**Run 1: floorplan with the power grid**

Scale bar: 50 um. Pins as bars on the die edge. Tap cells in gray.
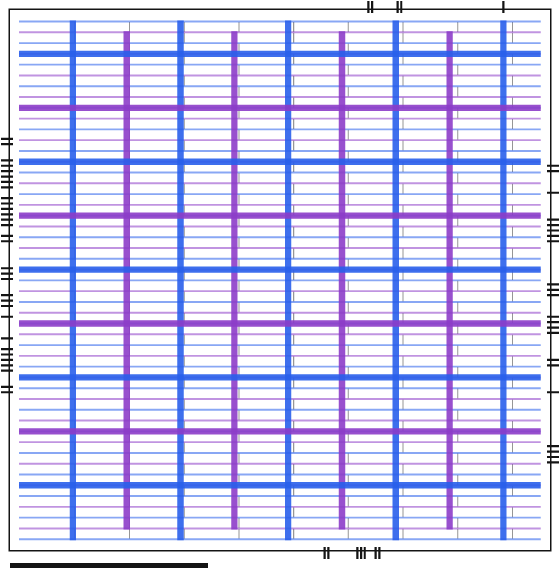
**Run 1: placement by cell class**

Scale bar: 50 um.
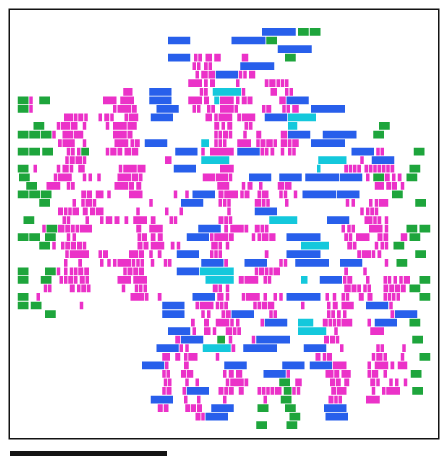
**Run 1: clock wires, drivers and flops**

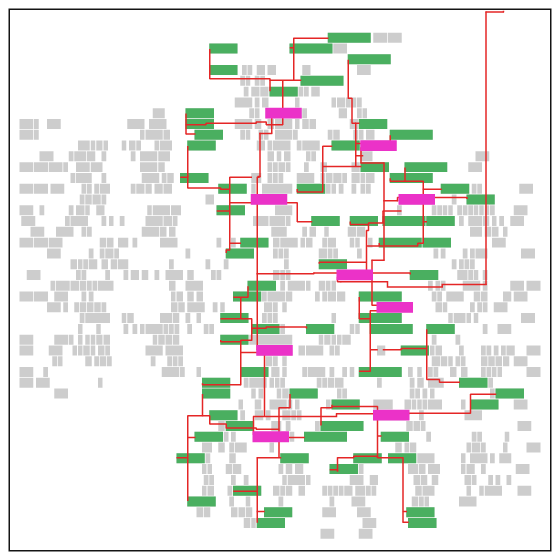
**src/rtl/adc_overload_detector.sv**
```systemverilog
// rtl/adc_overload_detector.sv - ADC magnitude overload detector with hit counting, hold and windowed peak.

module adc_overload_detector #(
  parameter int DATA_W = 16,
  parameter int WIN_W  = 8
) (
  input  logic              clk,
  input  logic              RESETn,
  input  logic              enable,
  input  logic              clear,
  input  logic              sample_valid,
  input  logic [DATA_W-1:0] sample,
  input  logic [DATA_W-2:0] threshold,
  input  logic [3:0]        min_hits,
  input  logic [7:0]        hold_cycles,
  output logic              overload,
  output logic [DATA_W-2:0] peak_mag,
  output logic              peak_valid
);

  typedef enum logic [1:0] {S_IDLE, S_MONITOR, S_ASSERTED} state_t;

  state_t            state;
  logic [DATA_W-1:0] neg_s;
  logic [DATA_W-2:0] mag_c;
  logic              hit_c;
  logic [DATA_W-2:0] mag_r;
  logic              hit_r;
  logic              vld_r;
  logic [3:0]        hit_cnt;
  logic [7:0]        hold_cnt;
  logic [WIN_W-1:0]  win_cnt;
  logic [DATA_W-2:0] run_max;
  logic [DATA_W-2:0] max_c;
  logic [3:0]        min_eff;
  logic [4:0]        hit_next;
  logic              trip;

  // Full-scale negative has no positive twin, so it saturates to the largest magnitude.
  always_comb begin
    neg_s = -sample;
    if (!sample[DATA_W-1])
      mag_c = sample[DATA_W-2:0];
    else if (neg_s[DATA_W-1])
      mag_c = '1;
    else
      mag_c = neg_s[DATA_W-2:0];
  end

  assign hit_c    = (mag_c >= threshold);
  assign max_c    = (mag_r > run_max) ? mag_r : run_max;
  assign min_eff  = (min_hits == 4'd0) ? 4'd1 : min_hits;
  assign hit_next = {1'b0, hit_cnt} + 5'd1;
  assign trip     = (hit_next >= {1'b0, min_eff});

  always_ff @(posedge clk) begin
    if (!RESETn || clear) begin
      state      <= S_IDLE;
      overload   <= 1'b0;
      hit_cnt    <= '0;
      hold_cnt   <= '0;
      mag_r      <= '0;
      hit_r      <= 1'b0;
      vld_r      <= 1'b0;
      win_cnt    <= '0;
      run_max    <= '0;
      peak_valid <= 1'b0;
      if (!RESETn)
        peak_mag <= '0;
    end else begin
      mag_r      <= mag_c;
      hit_r      <= hit_c;
      vld_r      <= sample_valid & enable;
      peak_valid <= 1'b0;

      if (!enable) begin
        state    <= S_IDLE;
        overload <= 1'b0;
        hit_cnt  <= '0;
        hold_cnt <= '0;
      end else begin
        case (state)
          S_IDLE: begin
            overload <= 1'b0;
            hit_cnt  <= '0;
            state    <= S_MONITOR;
          end
          S_MONITOR: begin
            if (vld_r && hit_r) begin
              if (trip) begin
                state    <= S_ASSERTED;
                overload <= 1'b1;
                hold_cnt <= hold_cycles;
                hit_cnt  <= '0;
              end else if (hit_cnt != 4'hF) begin
                hit_cnt <= hit_cnt + 4'd1;
              end
            end else if (vld_r) begin
              hit_cnt <= '0;
            end
          end
          S_ASSERTED: begin
            // Any processed hit restarts the full hold period.
            if (vld_r && hit_r) begin
              hold_cnt <= hold_cycles;
            end else if (hold_cnt == 8'd0) begin
              state    <= S_MONITOR;
              overload <= 1'b0;
            end else begin
              hold_cnt <= hold_cnt - 8'd1;
            end
          end
          default: begin
            state    <= S_IDLE;
            overload <= 1'b0;
          end
        endcase
      end

      // The wrap sample is folded into the latched peak, then the running max restarts.
      if (vld_r && enable) begin
        win_cnt <= win_cnt + WIN_W'(1);
        if (&win_cnt) begin
          peak_mag   <= max_c;
          peak_valid <= 1'b1;
          run_max    <= '0;
        end else begin
          run_max <= max_c;
        end
      end
    end
  end

endmodule

```
**config.mk**
```make
export PLATFORM = sky130hd
export DESIGN_NAME = adc_overload_detector
export DESIGN_NICKNAME = d
export VERILOG_FILES = /design/src/rtl/adc_overload_detector.sv
export SDC_FILE = /design/constraint.sdc
export NUM_CORES = 1
export LEC_CHECK = 0
export ABC_AREA = 1
export ABC_CLOCK_PERIOD_IN_PS = 3950
export CORE_MARGIN = 2
export CORE_UTILIZATION = 26
export DETAILED_ROUTE_END_ITERATION = 6
export HOLD_SLACK_MARGIN = 0.03
export PLACE_DENSITY_LB_ADDON = 0.15
export SLEW_MARGIN = 20
export SYNTH_ARGS = -nofsm -noshare
export SYNTH_HDL_FRONTEND = slang
export SYNTH_SLANG_ARGS = --single-unit
```
**constraint.sdc**
```tcl
create_clock -name clk -period 3.95 [get_ports clk]
set_input_delay 0.5925 -clock clk [delete_from_list [all_inputs] [get_ports clk]]
set_output_delay 0.5925 -clock clk [all_outputs]
set_load 0.02 [all_outputs]
```
==> out/metrics.csv, run 1 <==
metric,value,unit
ys_top_cells_by_count,"nand2_1 (162), inv_1 (116), nor2_1 (64), dfxtp_1 (55), nand3_1 (45)",
vias,4078,
viasPerCell,4.33,
clk_pin_slew,0.06,ns
cts_tree,done,
worst_pin_slew,0.744,ns
p_total,0.00196,W
grt_start_max_net_pins,39,
nMultiInputCombCells,446,
grt_pass1_wl,18200,um
chipArea,18500,um^2
tap_cells,225,
cts_sinks,70,
first_pass_iters,4,
clock_area_frac,0.0526,
clk_latency,0.33,ns
p_leak,2.63,nW
clk_path_buf_depth,2,
hpwl,8660,um
diodes,0,
clock_skew,0.00771,ns
drtIter0Drc,132,
synthesis.nets,735,
setup_viol,0,
pin_count,65,
rsz0062_at_grt,false,
rows,48,
fmax,331,MHz
cts_buffers,9,
worstSetupStartpointType,input port,
crit_type,input port to flip-flop,
routed_wirelength,10800,um
cts_root_buffer,clkbuf_16,
power.internal,0.00142,W
initCoreUtil,0.264,
post_cts_buffers,0,
async_flop_share,0,
yosys_warnings,0,
htree_levels,3,
largestClassByArea,logic gates,
buffer_area_frac,0.116,
cts.repair.resized,0,
grt_pass1_vias,3963,
io_buffer_count,64,
crit_path_end_kind,flip-flop,
ys_seq_share,0.342,
grt.overflow.total,0,
ys_types,39,
syn_to_final_growth,25.6,%
slew_headroom,0.503,
pwr-share-comb,0.197,
status,completed,
die_y,136,um
dpl_cell_area,5410,um^2
routedWlPerCell,11.5,um
setup_tns,0,ns
final_core_util,0.332,
min_path_type,flip-flop to flip-flop,
cts_hold_buf,0,
inverters,117,
fin_crit,3.02,ns
fillCellCount,1864,
p_switching,0.000543,W
p_seq_frac,0.391,
yosys_area,4540,um^2
ir_drop,144,uV
post-route-drc-count,0,
period_used_share,0.764,
hold_viol_final,0,
warnings,27,
buffers,67,
sh_comb_area,0.433,
drive_above_1_share,0.0684,
maxCapViolCount,0,
nNetsFinal,798,
ys_cells,648,
critPathRequiredTime,4.22,ns
syn_inst,648,
clock_buffers,11,
gp_routability_congestion,0.822,
edf_count,15,
core_area,17200,um^2
ys.flops,70,
power.density,344,nW/um^2
flop_area,1550,um^2
seq_cells,70,
clkPwrFrac,0.412,
synth.area.top_cells,"dfxtp_1 (24%), nand2_1 (13%), ha_1 (11%)",
crit_arrival,3.29,ns
-- 'floorplan with the power grid' (at the start) --
| color | net |
|---|---|
| purple | VDD |
| blue | VSS |
tap cells: 225
signal pins: 65
rows: 48
met1 rails: 49

-- 'placement by cell class' (at the start) --
| color | class | cells | share of their area |
|---|---|---|---|
| green | other buffers and delay cells | 67 | 12% |
| cyan | clock drivers and dummy loads | 16 | 5.5% |
| blue | flip-flops | 70 | 29% |
| magenta | all other logic | 563 | 54% |

-- 'clock wires, drivers and flops' (at the start) --
[green] flip-flops | count: 70
[magenta] cells driving clock nets | count: 9
[red] clock wires | length: 1050 um
routed clock nets: 10

==> run 1: registers in the layout (all words and copies together), names as in the netlist, 4 cells and up <==
name / count
hit_cnt: 4
mag_r: 15
hold_cnt: 8
peak_mag: 15
run_max: 15
win_cnt: 8
==> run 1: logic make-up (layout without fill, tap and decap cells) <==
logic type	count (synthesis)	after routing	synth area share
xor gates and xnor gates	9	9	0.0174
DFF	70	70	0.342
AOI/OAI and AO/OA	57	57	0.0724
adders and majority gates	39	39	0.107
buffers and inverters	132	200	0.115
and+or+nand+nor	341	341	0.346
==> run 1: per-layer routing <==
layer,share of wire,vias to the layer above,GRT usage
met1,0.50,1784,0.162
li1,-,2199,-
met5,0,-,0
met4,0.011,0,0.0405
met2,0.44,86,0.198
met3,0.041,9,0.0295
==> run 1: per-stage QoR <==
stage | instances | hold WS, ns | setup slack, ns
6_report | 941 | 0.454 | 0.931
3_3_place_gp | 925 | 0.437 | 0.716
4_1_cts | 941 | 0.455 | 0.951
5_1_grt | 941 | 0.472 | 0.575
3_5_place_dp | 925 | 0.444 | 0.602
2_1_floorplan | 648 | 0.426 | 1.35
==> run 1: cells in the final DEF (no fill, tap or decap), drive strengths merged <==
| cell type | n |
|---|---|
| and3 | 10 |
| or2 | 4 |
| inv | 117 |
| clkbuf | 11 |
| nand2 | 168 |
| a22oi | 1 |
| clkinv | 3 |
| bufinv | 1 |
| clkinvlp | 1 |
| buf | 3 |
| o21ai | 24 |
| o311ai | 1 |
| xnor2 | 3 |
| edfxtp | 15 |
| o31ai | 1 |
| nand3b | 4 |
| nand4 | 25 |
| a21oi | 27 |
| and2 | 1 |
| ha | 39 |
| a31oi | 2 |
| nand3 | 47 |
| xor2 | 6 |
| nor3 | 9 |
| nor2 | 72 |
| clkdlybuf4s50 | 64 |
| dfxtp | 55 |
| a31o | 1 |
| nor3b | 1 |
==> run 1: path summary, 6_finish.rpt <==
check | startpoint | endpoint | slack [ns] | cells after the start
setup / recovery | sample[0] | hit_r$_SDFF_PN0_ | 0.93 | 21
hold / removal | run_max[2]$_SDFFE_PN0P_ | run_max[2]$_SDFFE_PN0P_ | 0.45 | 2
setup reg to reg | run_max[14]$_SDFFE_PN0P_ | peak_mag[10]$_SDFFCE_PN0P_ | 1.78 | 11
hold reg to reg | run_max[2]$_SDFFE_PN0P_ | run_max[2]$_SDFFE_PN0P_ | 0.45 | 2
==> run 1: power groups by stage <==
stage / Combinational [W] / Sequential (W) / Clock (W)
final: 0.000387 / 0.000767 / 0.000808
after global placement: 0.000383 / 0.000783 / 0
after detailed placement: 0.000389 / 0.000783 / 0
after CTS: 0.000391 / 0.000767 / 0.000840
after global routing: 0.000437 / 0.000769 / 0.000872
after floorplan: 0.000239 / 0.000795 / 0
==> run 1: worst max-delay path, stage by stage <==
cell	delay (ns)
clkdlybuf4s50_1	0.41
inv_1	0.12
ha_1	0.20
inv_1	0.07
nor3_2	0.23
inv_1	0.09
nor2_2	0.14
nand3_1	0.08
nand2_1	0.08
o21ai_0	0.07
nor2_1	0.14
inv_1	0.06
ha_1	0.28
nand2_1	0.07
inv_1	0.08
nand3_1	0.08
nor3_1	0.12
o21ai_0	0.11
o311ai_0	0.12
nand2_1	0.08
inv_1	0.06
**Run 1: wiring by layer**

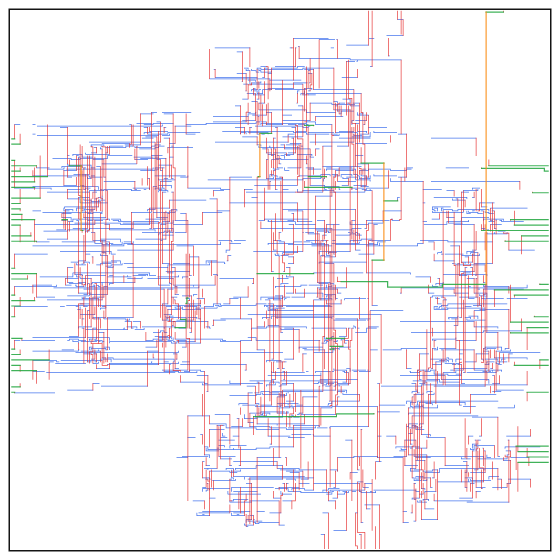

==> run 2, diff against run 1 <==
--- a/config.mk
+++ b/config.mk
@@ -6,7 +6,7 @@
 export NUM_CORES = 1
 export LEC_CHECK = 0
 export ABC_AREA = 1
-export ABC_CLOCK_PERIOD_IN_PS = 3950
+export ABC_CLOCK_PERIOD_IN_PS = 2800
 export CORE_MARGIN = 2
 export CORE_UTILIZATION = 26
 export DETAILED_ROUTE_END_ITERATION = 6
==> constraint.sdc (replaced) <==
create_clock -name clk -period 2.8 [get_ports clk]
set_input_delay 0.42 -clock clk [delete_from_list [all_inputs] [get_ports clk]]
set_output_delay 0.42 -clock clk [all_outputs]
set_load 0.02 [all_outputs]
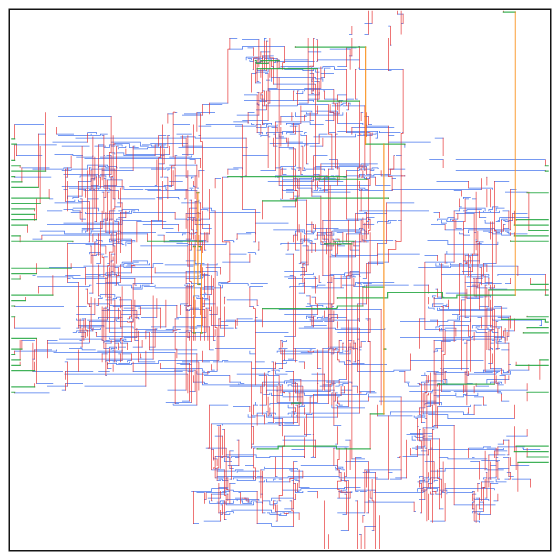
**Above:** run 2 (wiring by layer).
| color | layer | wire length |
|---|---|---|
| blue | met1 | 5480 um |
| green | met3 | 580 um |
| red | met2 | 4890 um |
| orange | met4 | 231 um |

==> run 2 against run 1 <==
Sequential share of layout area is 1.7 points lower. Critical endpoint unchanged. Critical path type unchanged. Synthesized cell count did not move. Clock power grew 45%. Total power grew 46%.
==> out/metrics.csv, run 2 <==
metric,value,unit,change
status,completed,,
htree_levels,3,,unchanged
grt_pass1_wl,19000,um,+4.1%
initCoreUtil,0.264,,unchanged
ir_drop,204,uV,+42%
pwr-share-comb,0.213,,+0.016
ys_types,39,,unchanged
drive_above_1_share,0.136,,+0.0680
ys.flops,70,,unchanged
io_buffer_count,64,,unchanged
highest_layer,met4,,
crit_type,input port to flip-flop,,
yosys_warnings,0,,unchanged
grt.overflow.total,0,,unchanged
maxCapViolCount,0,,unchanged
slew_headroom,0.699,,+0.196
cts_root_buffer,clkbuf_16,,
routed_wirelength,11200,um,+3.4%
diodes,0,,unchanged
chipArea,18500,um^2,unchanged
crit_path_end_kind,flip-flop,,
vias,4264,,+4.6%
cp_top_family,simple AND/OR/NAND/NOR gates,,
ys_cells,648,,unchanged
cpMaxStageDelayCell,clkdlybuf4s50_1,,
clk_path_buf_depth,2,,unchanged
worst_pin_slew,0.446,ns,-0.298 ns
die_y,136,um,unchanged
grt_pass1_vias,4171,,+5.2%
hpwl,8870,um,+2.5%
fmax,382,MHz,
gp_routability_congestion,0.818,,-0.49%
async_flop_share,0,,unchanged
clk_pin_slew,0.06,ns,about the same
crit_arrival,2.89,ns,-0.40 ns
largestRegisters,"mag_r (15), peak_mag (15), run_max (15)",,
syn_to_final_growth,34.2,%,
p_leak,2.84,nW,+7.8%
hold_viol_final,0,,unchanged
edf_count,15,,unchanged
syn_inst,648,,unchanged
critPathRequiredTime,3.08,ns,-1.14 ns
synth.area.top_cells,"dfxtp_1 (24%), nand2_1 (13%), ha_1 (11%)",,
p_seq_frac,0.377,,-0.014
reg2regPathDepth,10,,-1
min_path_type,flip-flop to flip-flop,,
viasPerCell,4.35,,+0.40%
ys_seq_share,0.342,,unchanged
hold_depth,2,,unchanged
clk_latency,0.33,ns,about the same
cp_common_cell,inv_1,,
layout_top_cell,nand2_1,,
stdcell_count,980,,+4.1%
path_depth,21,,unchanged
fillCellCount,1893,,+1.6%
pin_count,65,,unchanged
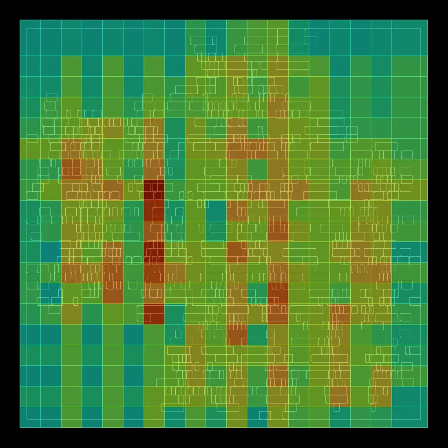
**Above:** run 2 (routing congestion).
aggregate global-route resource usage: 0.128
routed len/inst: 11.4 um
met3 Use GR: 0.0309

## run 2: netlist changes by cell type in the layout (fill, tap and decap cells not counted), moves of 2 or more
cell	previous run	this run
buf_4	3	42
ha_1	39	35
ha_4	0	4
inv_1	116	112
inv_2	0	4
nor2_1	62	60
nor2_2	6	8
o21ai_0	22	18
o21ai_1	2	5
## run 2: area by class of cell
type | count | area (um^2) | area share
Clock buffer | 13 | 272 | 0.0445
Clock inverter | 3 | 40.0 | 0.00657
Inverter | 117 | 439 | 0.0720
Multi-Input combinational cell | 446 | 2550 | 0.419
Sequential cell | 70 | 1550 | 0.254
Tap cell | 225 | 282 | 0.0462
Timing Repair Buffer | 106 | 958 | 0.157
## run 2: kinds of logic (layout without fill, tap and decap cells)
group,count (synthesis),after routing,synth area share
flip-flops,70,70,0.342
AND/OR/NAND/NOR,341,341,0.346
adder cells (fa/ha/maj),39,39,0.107
buffers and inverters,132,239,0.115
XOR/XNOR,9,9,0.0174
AND-OR/OR-AND,57,57,0.0724
## run 2: worst min-delay path, delay by kind of cell (launching register included)
family	cells	cell delay [ns]
simple gates	2	0.11
flops	1	0.30
## run 2: path summary, 6_finish.rpt
check                                start                   endpoint  slack (ns)
hold reg to reg   run_max[11]$_SDFFE_PN0P_   run_max[11]$_SDFFE_PN0P_        0.45
setup / recovery                 sample[0]           hit_r$_SDFF_PN0_        0.18
setup reg to reg  run_max[14]$_SDFFE_PN0P_  peak_mag[7]$_SDFFCE_PN0P_        0.60
hold / removal    run_max[11]$_SDFFE_PN0P_   run_max[11]$_SDFFE_PN0P_        0.45
## run 2: repair_timing
item                                    4_1_cts  5_1_grt
endpoints found under the setup margin        0        1
hold buffers                                  0        0
endpoints found under the hold margin         0        0
resized                                       0       24
setup buffers                                 0        5
## run 2: power by group through the flow
stage | sequential (W) | combinational (W) | clock, W
after detailed placement | 0.00110 | 0.000587 | 0
after global routing | 0.00108 | 0.000688 | 0.00127
after floorplan | 0.00112 | 0.000338 | 0
after CTS | 0.00108 | 0.000590 | 0.00122
after global placement | 0.00110 | 0.000580 | 0
final | 0.00108 | 0.000610 | 0.00117
## run 2: metrics by stage
stage | power (W) | cell area, um^2 | worst slack, ns | hold WS [ns] | TNS [ns]
4_1_cts | 0.00289 | 5970 | 0.115 | 0.454 | 0
2_1_floorplan | 0.00146 | 4540 | 0.377 | 0.426 | 0
3_3_place_gp | 0.00168 | 5660 | -0.129 | 0.437 | -0.129
6_report | 0.00287 | 6100 | 0.184 | 0.451 | 0
5_1_grt | 0.00305 | 6100 | -0.0304 | 0.484 | -0.0304
3_5_place_dp | 0.00169 | 5660 | -0.235 | 0.441 | -0.235
## run 2: routing by layer
metal  global-route usage  vias up
met5                    0        -
met4               0.0492        0
met3               0.0309       15
met2                0.205       96
met1                0.166     1882
li1                     -     2271
**Run 2: floorplan with the power grid**

Scale bar: 50 um. Pins as bars on the die edge. Tap cells in gray.
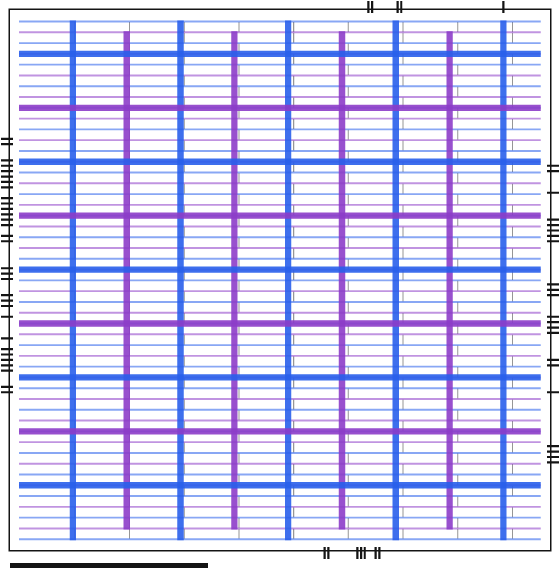

==> run 3, diff against run 2 <==
--- a/config.mk
+++ b/config.mk
@@ -8,7 +8,7 @@
 export ABC_AREA = 1
 export ABC_CLOCK_PERIOD_IN_PS = 2800
 export CORE_MARGIN = 2
-export CORE_UTILIZATION = 26
+export CORE_UTILIZATION = 55
 export DETAILED_ROUTE_END_ITERATION = 6
 export HOLD_SLACK_MARGIN = 0.03
 export PLACE_DENSITY_LB_ADDON = 0.15
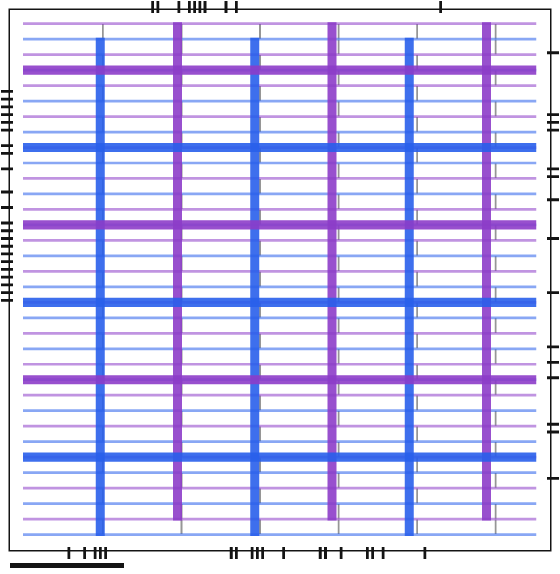
**Above:** run 3 (floorplan with the power grid).
Scale bar: 20 um. Pins as bars on the die edge. Tap cells in gray.
| color | net |
|---|---|
| blue | VSS |
| purple | VDD |
met4 straps: 6
met1 rails: 34

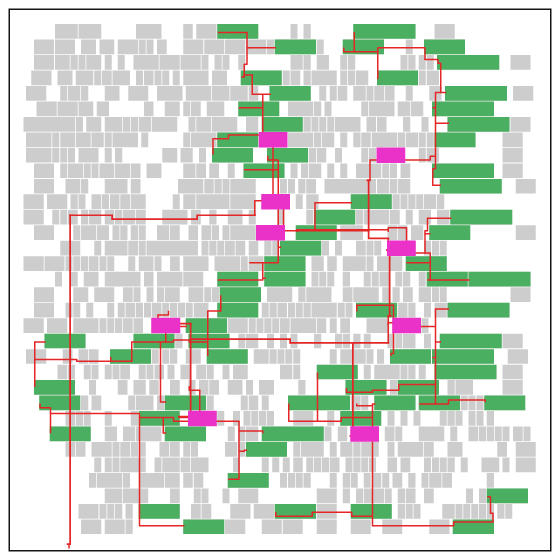
**Above:** run 3 (clock wires, drivers and flops).
[red] clock wires | length: 837 um
[green] flip-flops | count: 70
[magenta] cells driving clock nets | count: 9
routed clock nets: 10

==> run 3 against run 2 <==
Register-to-register slack about the same. Utilization up 35 points. Worst hold slack better by 0.0039 ns. Sequential power about the same. Critical path type unchanged. Maximum frequency about the same. Global-route usage up 10 points. Wire length down 11%. Die area down 51%. Clock power down 42%.
==> out/metrics.csv, run 3 <==
metric,value,unit,change
ys.flops,70,,unchanged
clk_latency,0.34,ns,about the same
critPathRequiredTime,3.08,ns,about the same
status,completed,,
grt_util_all_layers,0.232,,+0.104
htree_levels,3,,unchanged
cpMaxStageDelayCell,clkdlybuf4s50_1,,
maxCapViolCount,0,,unchanged
stdcell_count,847,,-14%
syn_to_final_growth,25.0,%,
grt.overflow.total,0,,unchanged
layout_top_cell,nand2_1,,
grt_pass1_wl,16600,um,-13%
ys_seq_share,0.342,,unchanged
dpl_cell_area,5440,um^2,-3.8%
yosys_warnings,0,,unchanged
viasPerCell,5.08,,+17%
edf_count,15,,unchanged
drive_above_1_share,0.112,,-0.0246
syn_inst,648,,unchanged
largestRegisters,"mag_r (15), peak_mag (15), run_max (15)",,
fmax,382,MHz,about the same
vias,4306,,+0.98%
cts_hold_buf,0,,unchanged
async_flop_share,0,,unchanged
routed_wirelength,9970,um,-11%
routedWlPerCell,11.8,um,+3.3%
die_y,94.9,um,-30%
chipArea,9000,um^2,-51%
cts_root_buffer,clkbuf_8,,
p_leak,2.71,nW,-4.4%
clk_pin_slew,0.06,ns,about the same
hold_viol_final,0,,unchanged
io_buffer_count,64,,unchanged
stdcell_area,5680,um^2,-6.9%
gp_routability_congestion,0.982,,+20%
ir_drop,230,uV,+13%
crit_path_end_kind,flip-flop,,
synth.area.top_cells,"dfxtp_1 (24%), nand2_1 (13%), ha_1 (11%)",,
min_path_type,flip-flop to flip-flop,,
ys_types,39,,unchanged
==> run 3: cell count changes in the layout (fill, tap and decap cells not counted), moves of 3 or more <==
cell | before | now
clkbuf_16 | 10 | 0
nor2_2 | 8 | 3
o21ai_0 | 18 | 21
buf_4 | 42 | 29
nor2_1 | 60 | 63
clkbuf_8 | 1 | 9
==> run 3: cell families after synthesis <==
| logic type | synth area share |
|---|---|
| simple gates | 0.346 |
| xor+xnor | 0.0174 |
| compound gates | 0.0724 |
| flops | 0.342 |
| fa+ha+maj | 0.107 |
| buf+inv | 0.115 |
==> run 3: worst paths after layout <==
check / from / endpoint / slack (ns) / depth (start not counted)
worst max-delay path: sample[2] / hit_r$_SDFF_PN0_ / 0.18 / 20
worst min-delay path: run_max[4]$_SDFFE_PN0P_ / run_max[4]$_SDFFE_PN0P_ / 0.45 / 2
worst max register to register: hit_cnt[0]$_SDFFE_PP0P_ / hold_cnt[3]$_SDFFE_PP0P_ / 0.59 / 12
worst min register to register: run_max[4]$_SDFFE_PN0P_ / run_max[4]$_SDFFE_PN0P_ / 0.45 / 2
==> run 3: metrics by stage <==
stage	hold WS [ns]	util	power, W
after global routing	0.468	0.702	0.00247
after global placement	0.438	0.673	0.00164
after floorplan	0.426	-	0.00146
after CTS	0.455	0.692	0.00233
final	0.454	0.702	0.00233
after detailed placement	0.441	0.673	0.00166
==> run 3: cell type report <==
cell class              instances  area, um^2
repair buffers                 93         863
fillers                       672        2410
well taps                     105         131
multi-input cells             446        2530
flip-flops and latches         70        1550
clock inverters                 5        26.3
inverters                     117         439
clock buffers                  11         131
==> run 3: power by group <==
part           leakage, nW  internal (W)  switching (W)
Sequential           0.598       0.00107      0.0000128
Clock               0.0805      0.000314       0.000359
Combinational         2.03      0.000250       0.000329
==> run 3: repair_timing <==
item,CTS,global route
gates resized,0,18
buffers inserted,0,1
endpoints found under the setup margin,0,1
==> run 3: routing by layer <==
layer,vias to the layer above,track usage
li1,2249,-
met1,1923,0.292
met2,109,0.394
met3,25,0.0375
met4,0,0.0942
met5,-,0
==> run 3: worst max-delay path, delay by kind of cell <==
family                   cells  cell delay [ns]
AND-OR/OR-AND                2             0.18
adder cells (fa/ha/maj)      1             0.28
buffers and inverters        5             0.73
AND/OR/NAND/NOR             12             1.26
No activity file was given, so power comes from the tool's default toggle rates.
